Figure 1. PDN straps and rails.
The bar under the picture is 100 um long. Pins as bars on the die edge.
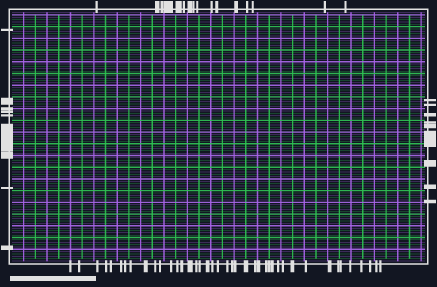
Figure 2. Placement by cell class.
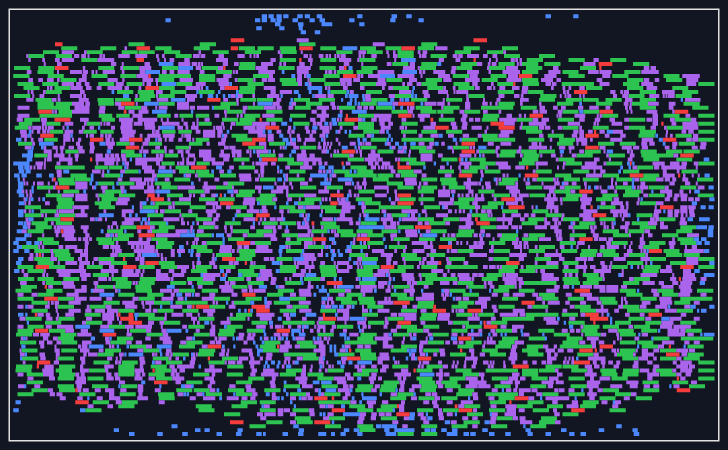
`src/rtl/riscv_pkg.sv`:
```
// riscv_pkg: shared RISC-V core constants and types.
//   XLEN       integer register width
//   REG_SIZE   number of architectural integer registers
//   rf_state_e register-file sweep FSM states
package riscv_pkg;
  localparam int XLEN     = 32;
  localparam int REG_SIZE = 32;

  typedef enum logic {
    RF_CLEAR = 1'b0,
    RF_IDLE  = 1'b1
  } rf_state_e;
endpackage

```
`src/rtl/rf_scoreboard.sv`:
```
// rf_scoreboard: per-register busy bits for in-flight producers.
//   clk, rst_n   clock, async active-low reset (all busy -> 0)
//   flush        zero the whole vector on the next edge (wins over everything)
//   clr_en/addr  NUM_WR clear ports (writeback retires a producer)
//   set_en/addr  one set port (issue allocates a producer); set beats clear
//   look_addr    NUM_RD lookup addresses, port i at [i*AW +: AW]
//   look_busy    registered busy bit per lookup port
// Entry 0 is held at 0 so x0 never reports a hazard.
module rf_scoreboard #(
  parameter int NUM_REGS = 32,
  parameter int NUM_RD   = 2,
  parameter int NUM_WR   = 2
) (
  input  logic                                clk,
  input  logic                                rst_n,
  input  logic                                flush,
  input  logic [NUM_WR-1:0]                   clr_en,
  input  logic [NUM_WR*$clog2(NUM_REGS)-1:0]  clr_addr,
  input  logic                                set_en,
  input  logic [$clog2(NUM_REGS)-1:0]         set_addr,
  input  logic [NUM_RD*$clog2(NUM_REGS)-1:0]  look_addr,
  output logic [NUM_RD-1:0]                   look_busy
);
  localparam int AW = $clog2(NUM_REGS);

  logic [NUM_WR-1:0][AW-1:0] clr_a;
  logic [NUM_RD-1:0][AW-1:0] look_a;
  logic [NUM_REGS-1:0]       busy, busy_nxt;

  assign clr_a  = clr_addr;
  assign look_a = look_addr;

  always_comb begin
    busy_nxt = busy;
    for (int j = 0; j < NUM_WR; j++)
      if (clr_en[j]) busy_nxt[clr_a[j]] = 1'b0;
    // set applied after clears: the newly issued producer owns the register
    if (set_en) busy_nxt[set_addr] = 1'b1;
    busy_nxt[0] = 1'b0;
    if (flush) busy_nxt = '0;
  end

  always_ff @(posedge clk or negedge rst_n) begin
    if (!rst_n) busy <= '0;
    else        busy <= busy_nxt;
  end

  for (genvar i = 0; i < NUM_RD; i++) begin : g_look
    assign look_busy[i] = busy[look_a[i]];
  end
endmodule

```
`src/rtl/reg_file_mp.sv`:
```
// reg_file_mp: multi-ported RISC-V integer register file.
//   clk, rst_n  clock, async active-low reset (restarts the zeroing sweep)
//   clear_req   pulse in IDLE: re-run the zeroing sweep, drop all busy bits
//   ready       1 = array valid (IDLE), 0 = sweep running
//   raddr/rdata NUM_RD combinational read ports (x0 reads 0)
//   rbusy       busy bit of each read address (registered state only)
//   wen/waddr/wdata NUM_WR write ports, highest port wins on collisions
//   alloc_en/alloc_rd mark a destination register busy at issue
// Optional: define RF_WR_BYPASS_EN for write-through forwarding of
// same-cycle writes to the read ports.
// The array has no reset so it stays RAM-inferable; the sweep zeroes one
// entry per cycle (x1..x(NUM_REGS-1)), x0 is never stored, only muxed to 0.
module reg_file_mp #(
  parameter int XLEN     = riscv_pkg::XLEN,
  parameter int NUM_REGS = riscv_pkg::REG_SIZE,
  parameter int NUM_RD   = 2,
  parameter int NUM_WR   = 2
) (
  input  logic                                clk,
  input  logic                                rst_n,
  input  logic                                clear_req,
  output logic                                ready,
  input  logic [NUM_RD*$clog2(NUM_REGS)-1:0]  raddr,
  output logic [NUM_RD*XLEN-1:0]              rdata,
  output logic [NUM_RD-1:0]                   rbusy,
  input  logic [NUM_WR-1:0]                   wen,
  input  logic [NUM_WR*$clog2(NUM_REGS)-1:0]  waddr,
  input  logic [NUM_WR*XLEN-1:0]              wdata,
  input  logic                                alloc_en,
  input  logic [$clog2(NUM_REGS)-1:0]         alloc_rd
);
  import riscv_pkg::*;

  localparam int AW = $clog2(NUM_REGS);

  rf_state_e                   state;
  logic [AW-1:0]               ptr;
  logic [XLEN-1:0]             mem [NUM_REGS];

  logic [NUM_RD-1:0][AW-1:0]   raddr_a;
  logic [NUM_RD-1:0][XLEN-1:0] rdata_a;
  logic [NUM_WR-1:0][AW-1:0]   waddr_a;
  logic [NUM_WR-1:0][XLEN-1:0] wdata_a;
  logic [NUM_WR-1:0]           wen_q;     // wen qualified by IDLE
  logic [NUM_RD-1:0]           sb_busy;

  assign raddr_a = raddr;
  assign waddr_a = waddr;
  assign wdata_a = wdata;
  assign rdata   = rdata_a;

  assign ready = (state == RF_IDLE);
  assign wen_q = ready ? wen : '0;

  // sweep FSM
  always_ff @(posedge clk or negedge rst_n) begin
    if (!rst_n) begin
      state <= RF_CLEAR;
      ptr   <= AW'(1);
    end else begin
      case (state)
        RF_CLEAR: begin
          ptr <= ptr + AW'(1);
          if (ptr == AW'(NUM_REGS - 1)) state <= RF_IDLE;
        end
        RF_IDLE: begin
          if (clear_req) begin
            state <= RF_CLEAR;
            ptr   <= AW'(1);
          end
        end
        default: state <= RF_CLEAR;
      endcase
    end
  end

  // array: sweep write or up to NUM_WR port writes; ascending loop makes
  // the highest-indexed port the last NBA, so it wins on equal addresses
  always_ff @(posedge clk) begin
    if (state == RF_CLEAR) begin
      mem[ptr] <= '0;
    end else begin
      for (int j = 0; j < NUM_WR; j++)
        if (wen_q[j] && waddr_a[j] != '0) mem[waddr_a[j]] <= wdata_a[j];
    end
  end

  for (genvar i = 0; i < NUM_RD; i++) begin : g_rd
    logic [XLEN-1:0] rd;
    always_comb begin
      rd = '0;
      if (ready && raddr_a[i] != '0) begin
        rd = mem[raddr_a[i]];
`ifdef RF_WR_BYPASS_EN
        for (int j = 0; j < NUM_WR; j++)
          if (wen_q[j] && waddr_a[j] == raddr_a[i]) rd = wdata_a[j];
`endif
      end
    end
    assign rdata_a[i] = rd;
  end

  rf_scoreboard #(
    .NUM_REGS (NUM_REGS),
    .NUM_RD   (NUM_RD),
    .NUM_WR   (NUM_WR)
  ) u_sb (
    .clk       (clk),
    .rst_n     (rst_n),
    .flush     (!ready || clear_req),
    .clr_en    (wen_q),
    .clr_addr  (waddr),
    .set_en    (ready && alloc_en),
    .set_addr  (alloc_rd),
    .look_addr (raddr),
    .look_busy (sb_busy)
  );

  assign rbusy = ready ? sb_busy : '0;
endmodule

```
`config.mk`:
```
export PLATFORM = sky130hd
export DESIGN_NAME = reg_file_mp
export DESIGN_NICKNAME = d
export VERILOG_FILES = /design/src/rtl/riscv_pkg.sv /design/src/rtl/rf_scoreboard.sv /design/src/rtl/reg_file_mp.sv
export SDC_FILE = /design/constraint.sdc
export NUM_CORES = 2
export LEC_CHECK = 0
export CORE_AREA = 2 2 482 292
export DETAILED_ROUTE_END_ITERATION = 16
export DIE_AREA = 0 0 484 294
export GPL_ROUTABILITY_DRIVEN = 0
export GPL_TIMING_DRIVEN = 0
export HOLD_SLACK_MARGIN = 0.15
export PLACE_DENSITY = 0.57
export SLEW_MARGIN = 20
export SYNTH_ARGS = -nofsm -noshare
export SYNTH_HDL_FRONTEND = slang
export SYNTH_SLANG_ARGS = --single-unit
```
`constraint.sdc`:
```
create_clock -name clk -period 5.25 [get_ports clk]
set_input_delay 0.7875 -clock clk [delete_from_list [all_inputs] [get_ports clk]]
set_output_delay 0.7875 -clock clk [all_outputs]
set_load 0.02 [all_outputs]
```
==> flow_metrics.py <==
# Metrics from the implementation run
metrics = {
    "status": {
        "status": "finished, violations left",
        "failed_checks": "setup timing",
    },
    "global_routing": {
        "met2_usage": 0.552,
        "grt_pass1_wl_um": 407000,
        "grt_max_degree": 21,
    },
    "worst_setup_path": {
        "path_common_cell": "clkdlybuf4s50_1",
        "startpoint_type": "input port",
        "r2r-end": "mem[27][5]$_DFFE_PP_",
        "path_buffers": 4,
        "arrival_ps": 4690,
    },
    "routing": {
        "drc": 0,
        "drtIter0Drc": 11100,
        "met1_length_um": 112000,
        "wl_met3_um": 57100,
        "ant_nets": 0,
        "routed_via_density": 7.25,
    },
    "clock_network": {
        "cts_max_level": 3,
        "ctsRootBufferMaster": "clkbuf_16",
        "hold_buffers": 1,
    },
    "timing": {
        "setup_ws_ps": -226,
        "setup_viol": 39,
    },
    "synth": {
        "syn_inst": 5063,
        "yosysCellCount": 5063,
        "most_common_cell": "edfxtp_1",
        "edf_count": 1024,
        "ys_top_cells_by_area": "edfxtp_1 50%, mux4_2 12%, mux2i_1 7.2%, o21ai_0 6.2%, nand2_1 5.1%",
        "ys_ff": 1061,
        "synthesis.area_mm2": 0.0618,
    },
    "placement": {
        "placedCellCount": 7108,
        "dpl.hpwl_um": 236000,
    },
    "floorplanning": {
        "chipArea_mm2": 0.142,
    },
    "power": {
        "report.power.total_uw": 24200,
        "vdd_ir_drop_max_mv": 0.272,
    },
    "layout": {
        "layout.nonclk_buf_frac": 0.0816,
        "nNetsFinal": 5476,
        "clock_area_frac": 0.0469,
    },
}
About Figure 1:
| colour | net |
|---|---|
| purple | VSS |
| green | VDD |
rows: 106
met4 straps: 35
met5 straps: 21
die x size: 484 um
Die Ht: 294 um

About Figure 2:
| colour | class | cells |
|---|---|---|
| red | clock drivers and dummy loads | 188 |
| green | registers | 1061 |
| purple | remaining logic cells | 3428 |
| blue | remaining buffers and delay cells | 784 |
core area: 0.138 mm2
cell area after layout: 0.0710 mm2
Seq area share: 0.446
num rows: 106

## where the power goes
part           leakage, uW  internal [uW]  switching [uW]
registers           0.0101          10400             435
logic               0.0133           1880            3510
clock network      0.00163           4280            3650
## cell usage in the layout, fill, tap and decap left out, types with 153 or more instances in the layout
master,Yosys,final
clkdlybuf4s50_1,0,153
nand2_1,835,834
a22oi_1,165,165
o21ai_0,763,754
edfxtp_1,1024,1024
mux2i_1,444,444
clkbuf_1,294,291
mux2_2,272,272
mux4_2,341,341
buf_2,203,200
## worst reg2reg max path, stage by stage (launching register included)
cell and delay [ps]:
dfrtp_2 600, buf_4 250, nand4_1 510, buf_2 570, nor2_1 220, buf_2 530, clkbuf_1 1040, o21ai_0 220
## state kept, by name, indices dropped and copies added (netlist names)
name / cells
ready: 1
mem: 1024
u_sb.busy: 31
ptr: 5
Power is estimated from default activity; no workload was simulated.
